==> src/rtl/alu_cmd_issuer.sv <==
// -----------------------------------------------------------------------------
// alu_cmd_issuer
//   Command-side master for the 8-bit combinational ALU. Accepts one
//   (func, a, b, tag) command at a time on a valid/ready channel, drives the
//   operands onto the ALU for one full cycle, captures the result and returns
//   it with an operand-derived error flag on a valid/ready response channel.
//   Sequence per command: IDLE (accept) -> DRIVE (ALU settles) -> RESP (hold).
//
// Optional feature macro: ALU_ISSUE_STATS_EN
//   When defined, adds saturating completed/errored command counters and the
//   i_stat_clr / o_stat_ops / o_stat_errs ports plus the STAT_W parameter.
//
// Parameters
//   TAG_W         command tag width, echoed unchanged on the response
//   STAT_W        statistics counter width (ALU_ISSUE_STATS_EN only)
//
// Ports
//   i_clk         clock, rising edge
//   i_rst         synchronous reset, active-high
//   i_cmd_valid   command valid
//   o_cmd_ready   command ready (registered)
//   i_cmd_func    ALU function code
//   i_cmd_a       operand A
//   i_cmd_b       operand B
//   i_cmd_tag     command tag
//   o_alu_a       operand A to the ALU (registered)
//   o_alu_b       operand B to the ALU (registered)
//   o_alu_func    function code to the ALU (registered)
//   i_alu_result  combinational ALU result
//   o_rsp_valid   response valid
//   i_rsp_ready   response ready
//   o_rsp_data    captured ALU result
//   o_rsp_err     command-level error flag
//   o_rsp_tag     tag of the completed command
//   i_stat_clr    clear statistics             (ALU_ISSUE_STATS_EN only)
//   o_stat_ops    completed-command count      (ALU_ISSUE_STATS_EN only)
//   o_stat_errs   errored-command count        (ALU_ISSUE_STATS_EN only)
// -----------------------------------------------------------------------------
module alu_cmd_issuer #(
  parameter int unsigned TAG_W  = 4
`ifdef ALU_ISSUE_STATS_EN
  ,parameter int unsigned STAT_W = 16
`endif
) (
  input  logic              i_clk,
  input  logic              i_rst,
  input  logic              i_cmd_valid,
  output logic              o_cmd_ready,
  input  logic [3:0]        i_cmd_func,
  input  logic [7:0]        i_cmd_a,
  input  logic [7:0]        i_cmd_b,
  input  logic [TAG_W-1:0]  i_cmd_tag,
  output logic [7:0]        o_alu_a,
  output logic [7:0]        o_alu_b,
  output logic [3:0]        o_alu_func,
  input  logic [7:0]        i_alu_result,
  output logic              o_rsp_valid,
  input  logic              i_rsp_ready,
  output logic [7:0]        o_rsp_data,
  output logic              o_rsp_err,
  output logic [TAG_W-1:0]  o_rsp_tag
`ifdef ALU_ISSUE_STATS_EN
  ,input  logic              i_stat_clr
  ,output logic [STAT_W-1:0] o_stat_ops
  ,output logic [STAT_W-1:0] o_stat_errs
`endif
);

  localparam int unsigned DATA_W = 8;
  localparam int unsigned FUNC_W = 4;
  localparam int unsigned SUM_W  = DATA_W + 1;

  localparam logic [FUNC_W-1:0] FN_ADD = 4'b0010;
  localparam logic [FUNC_W-1:0] FN_SUB = 4'b0011;
  localparam logic [FUNC_W-1:0] FN_SH0 = 4'b0100;
  localparam logic [FUNC_W-1:0] FN_SH1 = 4'b0101;
  localparam logic [FUNC_W-1:0] FN_SH2 = 4'b0110;
  localparam logic [DATA_W-1:0] SHIFT_LIMIT = 8'd8;

  typedef enum logic [1:0] {
    ST_IDLE  = 2'd0,
    ST_DRIVE = 2'd1,
    ST_RESP  = 2'd2
  } state_e;

  state_e              state_q,     state_d;
  logic                cmd_ready_q, cmd_ready_d;
  logic [DATA_W-1:0]   alu_a_q,     alu_a_d;
  logic [DATA_W-1:0]   alu_b_q,     alu_b_d;
  logic [FUNC_W-1:0]   alu_func_q,  alu_func_d;
  logic                rsp_valid_q, rsp_valid_d;
  logic [DATA_W-1:0]   rsp_data_q,  rsp_data_d;
  logic                rsp_err_q,   rsp_err_d;
  logic [TAG_W-1:0]    rsp_tag_q,   rsp_tag_d;

  logic                cmd_fire_c;
  logic                rsp_fire_c;
  logic                cmd_err_c;
  logic [SUM_W-1:0]    sum_c;

`ifdef ALU_ISSUE_STATS_EN
  logic [STAT_W-1:0]   stat_ops_q,  stat_ops_d;
  logic [STAT_W-1:0]   stat_errs_q, stat_errs_d;
`endif

  // Handshake qualifiers; ready is registered so accepts only happen in IDLE.
  assign cmd_fire_c = i_cmd_valid & cmd_ready_q & (state_q == ST_IDLE);
  assign rsp_fire_c = rsp_valid_q & i_rsp_ready & (state_q == ST_RESP);

  // Error flag derived from the operands only, never from the ALU result
  // (the ALU's 8'hEE error code is also a legal data value).
  always_comb begin
    sum_c     = SUM_W'(i_cmd_a) + SUM_W'(i_cmd_b);
    cmd_err_c = 1'b0;
    case (i_cmd_func)
      FN_ADD:                 cmd_err_c = sum_c[SUM_W-1];
      FN_SUB:                 cmd_err_c = (i_cmd_a < i_cmd_b);
      FN_SH0, FN_SH1, FN_SH2: cmd_err_c = (i_cmd_b >= SHIFT_LIMIT);
      default:                cmd_err_c = 1'b0;
    endcase
  end

  // Next-state and registered-output logic.
  always_comb begin
    state_d     = state_q;
    alu_a_d     = alu_a_q;
    alu_b_d     = alu_b_q;
    alu_func_d  = alu_func_q;
    rsp_valid_d = rsp_valid_q;
    rsp_data_d  = rsp_data_q;
    rsp_err_d   = rsp_err_q;
    rsp_tag_d   = rsp_tag_q;

    case (state_q)
      ST_IDLE: begin
        if (cmd_fire_c) begin
          alu_a_d    = i_cmd_a;
          alu_b_d    = i_cmd_b;
          alu_func_d = i_cmd_func;
          rsp_tag_d  = i_cmd_tag;
          rsp_err_d  = cmd_err_c;
          state_d    = ST_DRIVE;
        end
      end
      ST_DRIVE: begin
        // ALU inputs have been stable for this whole cycle.
        rsp_data_d  = i_alu_result;
        rsp_valid_d = 1'b1;
        state_d     = ST_RESP;
      end
      ST_RESP: begin
        if (rsp_fire_c) begin
          rsp_valid_d = 1'b0;
          state_d     = ST_IDLE;
        end
      end
      default: begin
        rsp_valid_d = 1'b0;
        state_d     = ST_IDLE;
      end
    endcase

    // No bypass: ready follows the state we are about to enter.
    cmd_ready_d = (state_d == ST_IDLE);
  end

`ifdef ALU_ISSUE_STATS_EN
  // Saturating counters; clear beats a same-cycle increment.
  always_comb begin
    stat_ops_d  = stat_ops_q;
    stat_errs_d = stat_errs_q;
    if (i_stat_clr) begin
      stat_ops_d  = '0;
      stat_errs_d = '0;
    end else if (rsp_fire_c) begin
      if (~&stat_ops_q) begin
        stat_ops_d = stat_ops_q + STAT_W'(1);
      end
      if (rsp_err_q && (~&stat_errs_q)) begin
        stat_errs_d = stat_errs_q + STAT_W'(1);
      end
    end
  end

  always_ff @(posedge i_clk) begin
    if (i_rst) begin
      stat_ops_q  <= '0;
      stat_errs_q <= '0;
    end else begin
      stat_ops_q  <= stat_ops_d;
      stat_errs_q <= stat_errs_d;
    end
  end

  assign o_stat_ops  = stat_ops_q;
  assign o_stat_errs = stat_errs_q;
`else
  // Statistics hardware is not built in this configuration.
`endif

  // State and output registers; reset discards any in-flight command.
  always_ff @(posedge i_clk) begin
    if (i_rst) begin
      state_q     <= ST_IDLE;
      cmd_ready_q <= 1'b0;
      alu_a_q     <= '0;
      alu_b_q     <= '0;
      alu_func_q  <= '0;
      rsp_valid_q <= 1'b0;
      rsp_data_q  <= '0;
      rsp_err_q   <= 1'b0;
      rsp_tag_q   <= '0;
    end else begin
      state_q     <= state_d;
      cmd_ready_q <= cmd_ready_d;
      alu_a_q     <= alu_a_d;
      alu_b_q     <= alu_b_d;
      alu_func_q  <= alu_func_d;
      rsp_valid_q <= rsp_valid_d;
      rsp_data_q  <= rsp_data_d;
      rsp_err_q   <= rsp_err_d;
      rsp_tag_q   <= rsp_tag_d;
    end
  end

  assign o_cmd_ready = cmd_ready_q;
  assign o_alu_a     = alu_a_q;
  assign o_alu_b     = alu_b_q;
  assign o_alu_func  = alu_func_q;
  assign o_rsp_valid = rsp_valid_q;
  assign o_rsp_data  = rsp_data_q;
  assign o_rsp_err   = rsp_err_q;
  assign o_rsp_tag   = rsp_tag_q;

endmodule

==> config.mk <==
export PLATFORM = sky130hd
export DESIGN_NAME = alu_cmd_issuer
export DESIGN_NICKNAME = d
export VERILOG_FILES = /design/src/rtl/alu_cmd_issuer.sv
export SDC_FILE = /design/constraint.sdc
export NUM_CORES = 1
export LEC_CHECK = 0
export CORE_MARGIN = 2
export CORE_UTILIZATION = 41
export DETAILED_ROUTE_END_ITERATION = 6
export PLACE_DENSITY = 0.82
export SLEW_MARGIN = 0
export SYNTH_ARGS = -nofsm -noshare
export SYNTH_HDL_FRONTEND = slang
export SYNTH_SLANG_ARGS = --single-unit
==> constraint.sdc <==
create_clock -name i_clk -period 3.9 [get_ports i_clk]
set_clock_uncertainty 0.2 [all_clocks]
set_input_delay 0.39 -clock i_clk [delete_from_list [all_inputs] [get_ports i_clk]]
set_output_delay 0.39 -clock i_clk [all_outputs]
set_load 0.01 [all_outputs]
==> images/final_placement.png <==
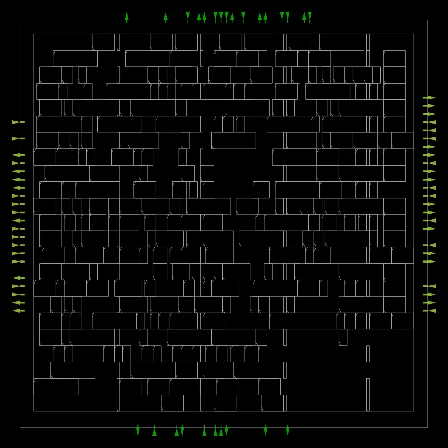
final core utilization: 62.93%
Seq area share: 29.85%
Filler Cell Count: 354
FP Rows: 23

==> images/metal_stack.png <==
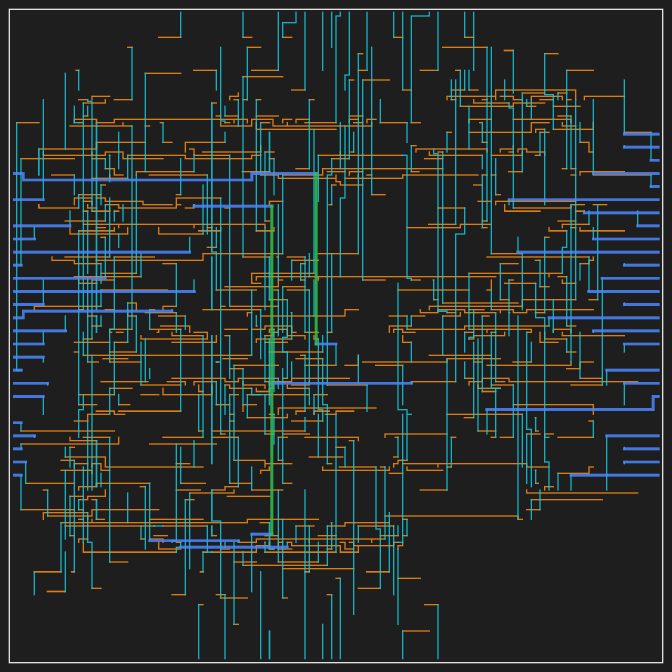
met2: drawn in cyan, wire length 1940 um. met3: drawn in blue, wire length 334 um. met4: drawn in green, wire length 51.7 um. met1: drawn in orange, wire length 1660 um.

==> reports/metrics.cfg <==
[yosys]
synth_area_um2=1659
seq_area_frac_synth_pct=44.65
top_area_share_pct=44.65
synth_area_leader_cell=dfxtp_1
ys_cells=211

[finish]
stdcell_count=328
antenna_cells=0
buffers=71
fin_area_um2=2481
final_nets=328
clockBufferCount=5

[clocking]
clock_path_buffers=2
cts_buffers=5
cts-resized-gates=0
clkTransAtPathRegs_ns=0.07

[drt]
finalWirelength_um=3991
route.vias.total=1614
avgViaCountPerCell=4.921

[final_timing]
setup_viol_count_final=0
rsz0062_at_grt=false
slew_violations=0

[global_route]
grt_max_degree=30
grt_util_all_layers_pct=18.57
grt_use_met2_pct=32.35

[die]
die_height_um=67.61
die_w_um=67.61
dieArea_um2=4571

[place]
portBuffers=70
finalWeightedCongestion=0.7908
dp_cells=321

[run_status]
outcome=finished clean

[hold_path]
hold_class=flip-flop to flip-flop

[pwr]
power_mw=0.8904
ir_worst_vdd_uv=265.4

-- worst paths after layout --
path	from	to	slack [ns]	cells after the start
max reg2reg	state_q[0]	o_rsp_err	1.94	5
max	i_cmd_b[1]	o_rsp_err	1.75	8
min	o_rsp_tag[1]	o_rsp_tag[1]	0.25	2
min reg2reg	o_rsp_tag[1]	o_rsp_tag[1]	0.25	2
-- power breakdown --
part	switching (mW)	total, mW	internal (mW)
sequential	0.0107	0.408	0.398
clock	0.129	0.315	0.186
combinational	0.0778	0.167	0.0893
total	0.218	0.890	0.673
-- cell families after synthesis --
group	count (synthesis)	share of synthesized area [%]
DFF	37	44.65
AOI/OAI and AO/OA	46	15.54
and+or+nand+nor	92	23.61
adders and majority gates	14	10.56
buffers and inverters	22	5.656
Power and IR drop assume default switching activity.
